## src/rtl/i2c_slave.sv

```systemverilog
// I2C target: synchronized SCL/SDA sampling, START/STOP detection,
// 7-bit address match and byte-level rx/tx handshakes.
// Optional clock stretching when I2C_SLAVE_STRETCH_EN is defined.
module i2c_slave #(
    parameter logic [6:0] SLAVE_ADDR  = 7'h42,
    parameter int         SYNC_STAGES = 2
) (
    input  logic       clk,
    input  logic       reset_n,
    input  logic       scl_i,
    input  logic       sda_i,
    output logic       sda_oe,
    output logic       scl_oe,
    output logic [7:0] rx_data,
    output logic       rx_valid,
    input  logic       rx_ready,
    input  logic [7:0] tx_data,
    input  logic       tx_valid,
    output logic       tx_req,
    output logic [3:0] status
);

    localparam logic [2:0] IDLE      = 3'd0;
    localparam logic [2:0] ADDR      = 3'd1;
    localparam logic [2:0] ADDR_ACK  = 3'd2;
    localparam logic [2:0] RX_BYTE   = 3'd3;
    localparam logic [2:0] RX_ACK    = 3'd4;
    localparam logic [2:0] TX_BYTE   = 3'd5;
    localparam logic [2:0] TX_ACK    = 3'd6;
    localparam logic [2:0] WAIT_STOP = 3'd7;

`ifdef I2C_SLAVE_STRETCH_EN
    localparam logic STRETCH = 1'b1;
`else
    localparam logic STRETCH = 1'b0;
`endif

    logic [SYNC_STAGES-1:0] scl_sync, sda_sync;
    logic       scl_d, sda_d;
    logic       scl, sda;
    logic       scl_rise, scl_fall, start_ev, stop_ev;
    logic       load_fall;
    logic [2:0] state, bit_cnt;
    logic [7:0] shift_reg, tx_shift;
    logic       rw, addressed, ack_pend, rx_stall;
    logic       hold_rx, hold_tx, scl_hold;
    logic       start_det, stop_det;

    assign scl      = scl_sync[SYNC_STAGES-1];
    assign sda      = sda_sync[SYNC_STAGES-1];
    assign scl_rise = scl & ~scl_d;
    assign scl_fall = ~scl & scl_d;
    assign start_ev = scl & scl_d & sda_d & ~sda;
    assign stop_ev  = scl & scl_d & ~sda_d & sda;
    assign status   = {addressed, rw, start_det, stop_det};

    // Falls where the next read byte is taken from the user side
    assign load_fall = scl_fall &
                       ((state == ADDR_ACK && rw) ||
                        (state == TX_ACK && ack_pend));

`ifdef I2C_SLAVE_STRETCH_EN
    assign scl_oe = scl_hold;
`else
    assign scl_oe = 1'b0;
`endif

    // Pad synchronizers plus one-cycle delayed copies for edge detection
    always_ff @(posedge clk or negedge reset_n) begin
        if (!reset_n) begin
            scl_sync <= '1;
            sda_sync <= '1;
            scl_d    <= 1'b1;
            sda_d    <= 1'b1;
        end else begin
            scl_sync <= {scl_sync[SYNC_STAGES-2:0], scl_i};
            sda_sync <= {sda_sync[SYNC_STAGES-2:0], sda_i};
            scl_d    <= scl;
            sda_d    <= sda;
        end
    end

    // Protocol FSM: bus events first, then stretch service, then bit steps
    always_ff @(posedge clk or negedge reset_n) begin
        if (!reset_n) begin
            state     <= IDLE;
            bit_cnt   <= 3'd0;
            shift_reg <= 8'h00;
            tx_shift  <= 8'hFF;
            rw        <= 1'b0;
            addressed <= 1'b0;
            ack_pend  <= 1'b0;
            rx_stall  <= 1'b0;
            hold_rx   <= 1'b0;
            hold_tx   <= 1'b0;
            scl_hold  <= 1'b0;
            sda_oe    <= 1'b0;
            rx_data   <= 8'h00;
            rx_valid  <= 1'b0;
            tx_req    <= 1'b0;
            start_det <= 1'b0;
            stop_det  <= 1'b0;
        end else begin
            rx_valid  <= 1'b0;
            tx_req    <= 1'b0;
            start_det <= 1'b0;
            stop_det  <= 1'b0;
            if (scl_hold && !hold_rx && !hold_tx)
                scl_hold <= 1'b0;
            if (stop_ev || start_ev) begin
                state     <= stop_ev ? IDLE : ADDR;
                bit_cnt   <= 3'd0;
                sda_oe    <= 1'b0;
                ack_pend  <= 1'b0;
                rx_stall  <= 1'b0;
                hold_rx   <= 1'b0;
                hold_tx   <= 1'b0;
                scl_hold  <= 1'b0;
                start_det <= start_ev;
                stop_det  <= stop_ev;
                if (stop_ev)
                    addressed <= 1'b0;
            end else if (hold_rx) begin
                if (rx_ready) begin
                    hold_rx  <= 1'b0;
                    rx_valid <= 1'b1;
                    sda_oe   <= 1'b1;
                    state    <= RX_ACK;
                end
            end else if (hold_tx) begin
                if (tx_valid) begin
                    hold_tx  <= 1'b0;
                    tx_shift <= tx_data;
                    sda_oe   <= ~tx_data[7];
                    bit_cnt  <= 3'd1;
                    state    <= TX_BYTE;
                end
            end else begin
                case (state)
                    ADDR: begin
                        if (scl_rise) begin
                            shift_reg <= {shift_reg[6:0], sda};
                            bit_cnt   <= bit_cnt + 3'd1;
                            if (bit_cnt == 3'd7) begin
                                if (shift_reg[6:0] == SLAVE_ADDR) begin
                                    rw        <= sda;
                                    addressed <= 1'b1;
                                    ack_pend  <= 1'b1;
                                    tx_req    <= sda;
                                end else begin
                                    addressed <= 1'b0;
                                    state     <= WAIT_STOP;
                                end
                            end
                        end else if (scl_fall && ack_pend) begin
                            sda_oe   <= 1'b1;
                            ack_pend <= 1'b0;
                            state    <= ADDR_ACK;
                        end
                    end
                    ADDR_ACK: begin
                        if (scl_fall) begin
                            sda_oe  <= 1'b0;
                            bit_cnt <= 3'd0;
                            if (!rw)
                                state <= RX_BYTE;
                        end
                    end
                    RX_BYTE: begin
                        if (scl_rise) begin
                            shift_reg <= {shift_reg[6:0], sda};
                            bit_cnt   <= bit_cnt + 3'd1;
                            if (bit_cnt == 3'd7) begin
                                rx_data <= {shift_reg[6:0], sda};
                                if (rx_ready) begin
                                    rx_valid <= 1'b1;
                                    ack_pend <= 1'b1;
                                end else if (STRETCH) begin
                                    rx_stall <= 1'b1;
                                end else begin
                                    state <= WAIT_STOP;
                                end
                            end
                        end else if (scl_fall && ack_pend) begin
                            sda_oe   <= 1'b1;
                            ack_pend <= 1'b0;
                            state    <= RX_ACK;
                        end else if (scl_fall && rx_stall) begin
                            rx_stall <= 1'b0;
                            hold_rx  <= 1'b1;
                            scl_hold <= 1'b1;
                        end
                    end
                    RX_ACK: begin
                        if (scl_fall) begin
                            sda_oe <= 1'b0;
                            state  <= RX_BYTE;
                        end
                    end
                    TX_BYTE: begin
                        if (scl_fall) begin
                            if (bit_cnt == 3'd0) begin
                                sda_oe <= 1'b0;
                                state  <= TX_ACK;
                            end else begin
                                sda_oe   <= ~tx_shift[6];
                                tx_shift <= {tx_shift[6:0], 1'b1};
                                bit_cnt  <= bit_cnt + 3'd1;
                            end
                        end
                    end
                    TX_ACK: begin
                        if (scl_rise) begin
                            if (!sda) begin
                                tx_req   <= 1'b1;
                                ack_pend <= 1'b1;
                            end else begin
                                state <= WAIT_STOP;
                            end
                        end
                    end
                    default: ;
                endcase
                if (load_fall) begin
                    ack_pend <= 1'b0;
                    if (tx_valid) begin
                        tx_shift <= tx_data;
                        sda_oe   <= ~tx_data[7];
                        bit_cnt  <= 3'd1;
                        state    <= TX_BYTE;
                    end else if (STRETCH) begin
                        sda_oe   <= 1'b0;
                        hold_tx  <= 1'b1;
                        scl_hold <= 1'b1;
                    end else begin
                        tx_shift <= 8'hFF;
                        sda_oe   <= 1'b0;
                        bit_cnt  <= 3'd1;
                        state    <= TX_BYTE;
                    end
                end
            end
        end
    end

endmodule

```

## config.mk

```make
export PLATFORM = sky130hd
export DESIGN_NAME = i2c_slave
export DESIGN_NICKNAME = d
export VERILOG_FILES = /design/src/rtl/i2c_slave.sv
export SDC_FILE = /design/constraint.sdc
export NUM_CORES = 1
export LEC_CHECK = 0
export CAP_MARGIN = 20
export CORE_ASPECT_RATIO = 2
export CORE_MARGIN = 10
export CORE_UTILIZATION = 59
export CTS_BUF_LIST = sky130_fd_sc_hd__clkbuf_8 sky130_fd_sc_hd__clkbuf_16
export DETAILED_ROUTE_END_ITERATION = 10
export MAX_ROUTING_LAYER = met4
export PLACE_DENSITY = 0.84
export REMOVE_ABC_BUFFERS = 1
export SKIP_LAST_GASP = 1
export SLEW_MARGIN = 10
export SYNTH_ARGS = -nofsm -noshare
export SYNTH_HDL_FRONTEND = slang
export SYNTH_SLANG_ARGS = --single-unit
export TNS_END_PERCENT = 5
```

## constraint.sdc

```tcl
create_clock -name clk -period 3.3 [get_ports clk]
set_clock_uncertainty 0.1 [all_clocks]
set_input_delay 0.495 -clock clk [delete_from_list [all_inputs] [get_ports clk]]
set_output_delay 0.495 -clock clk [all_outputs]
set_load 0.01 [all_outputs]
```

==> impl_metrics.tcl <==
# metrics dict for downstream scripts
set metrics [dict create \
    postCtsSetupBuffers 0 \
    placed_wire_length_estimate_um 3960 \
    seq_share 0.401 \
    dr_vias 1843 \
    postRouteWirelength_um 5410 \
    stdcell_area_mm2 0.00278 \
    crit_path_start "scl_d" \
    cts_inserted_buffers 5 \
    seq-power_mw 0.770 \
    clock_power_mw 0.416 \
    synth.avg_cell_area_um2 10.7 \
    detail-route-antenna-nets 0 \
    timing_worst_setup_path_type "flip-flop to flip-flop" \
    initial_utilization 0.600 \
    timing.hold.worst.class "input port to async pin" \
    share_of_final_layout_standard_cells_stronger_than_drive_strength_1 0.224 \
    cts_max_path_buffers 2 \
    fin_crit_sh 0.797 \
    comb_power_share 0.363 \
    grt_busiest_layer "met2" \
    num_rows 33 \
    drt-pass1-iter-count 4 \
    worst_skew_pair.late_latency_ns 0.30 \
    nonClkBufAreaFrac 0.107 \
    synthesis.area_mm2 0.00243 \
    syn_inst_count 228 \
    p_per_area_mw_per_mm2 668 \
    power.net_switching_mw 0.674 \
    worst_ir_drop_vdd_mv 0.476 \
    met1_length_um 1980 \
    whs_ns 0.229 \
    logic_area_mm2 0.00115 \
    internal_power_mw 1.19 \
    die_width_um 65.4 \
    yosys.cell_types.count 58 \
    asyncSetResetFlopFracSynth 1.00 \
    comb_area_frac 0.412 \
    final.signal_buffer_count 31 \
    post-layout-total-power_mw 1.86 \
    worst_ep_arrival_time_ns 2.76 \
    outcome "finished clean" \
    required_ns 3.43 \
    leakagePower_nw 1.17 \
    path_depth 6 \
    clock_power_share 0.224 \
    sequential_cell_area_fraction_in_the_yosys_report 0.460 \
    fmaxAchievable_ghz 0.380 \
    n_all_inverters 12 \
    cts_resized 0 \
    mostFrequentLayoutCells "sky130_fd_sc_hd__dfrtp_1 (31), sky130_fd_sc_hd__clkdlybuf4s50_1 (27), sky130_fd_sc_hd__nor2_1 (20)" \
    yosys_warnings 0 \
    topCellsByArea "sky130_fd_sc_hd__dfrtp_1 (32%), sky130_fd_sc_hd__dfstp_2 (14%), sky130_fd_sc_hd__mux2_2 (7.9%), sky130_fd_sc_hd__nor2_1 (3.1%), sky130_fd_sc_hd__buf_4 (2.8%)" \
    largest_net_degree_at_the_start_of_global_routing 45 \
    finalHoldViolations 0 \
    crit_path_time_final_ns 2.63 \
    top_logic_kind "AND-OR/OR-AND gates" \
    multiInputCombCellCount 155 \
    antenna_cells 0 \
    timing.critical_path.fanout_max 14 \
]
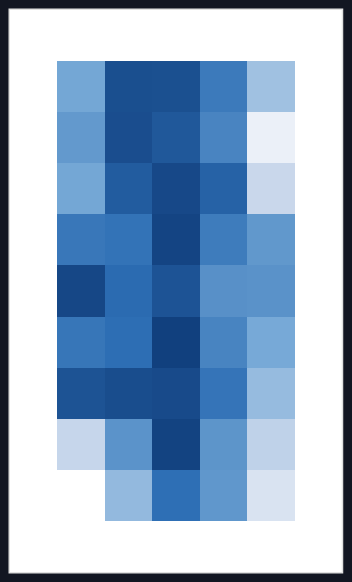
Figure 1: placement density heat map.
The die is cut into 7 by 11 equal tiles; white is low, dark blue is high, 0 to 100% covered.
43% of the tiles are nearly empty. The densest ninth of the die: middle. The fullest tile reaches 94%. 22% of the tiles are over 75% full.
placeable core region: 0.00405 mm^2
utilization after layout: 0.688

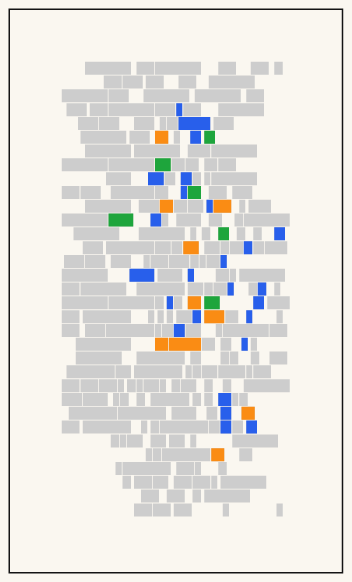
Figure 2: selected gate families.
Key: orange = non-inverting ao/oa cells [cells 10, where middle]; green = and/or cells [cells 6]; blue = nand cells [cells 25]

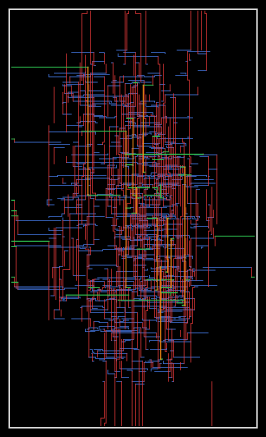
Figure 3: wiring by layer.
Key: blue = metal 1 [wire length 1,980 um]; orange = metal 4 [wire length 233 um]; red = metal 2 [wire length 3,010 um]; green = metal 3 [wire length 192 um]

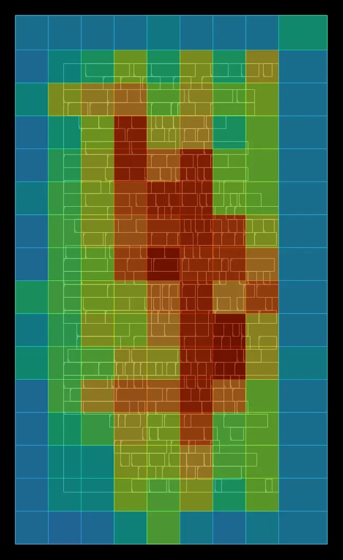
Figure 4: congestion heat map.
M2 GR Usage: 0.274
met3 Use GR: 0.0273
met1 layer usage reported by global route: 0.159
GRT Resource Usage Total: 0.159
average wire per cell in the routed design: 17.9 um

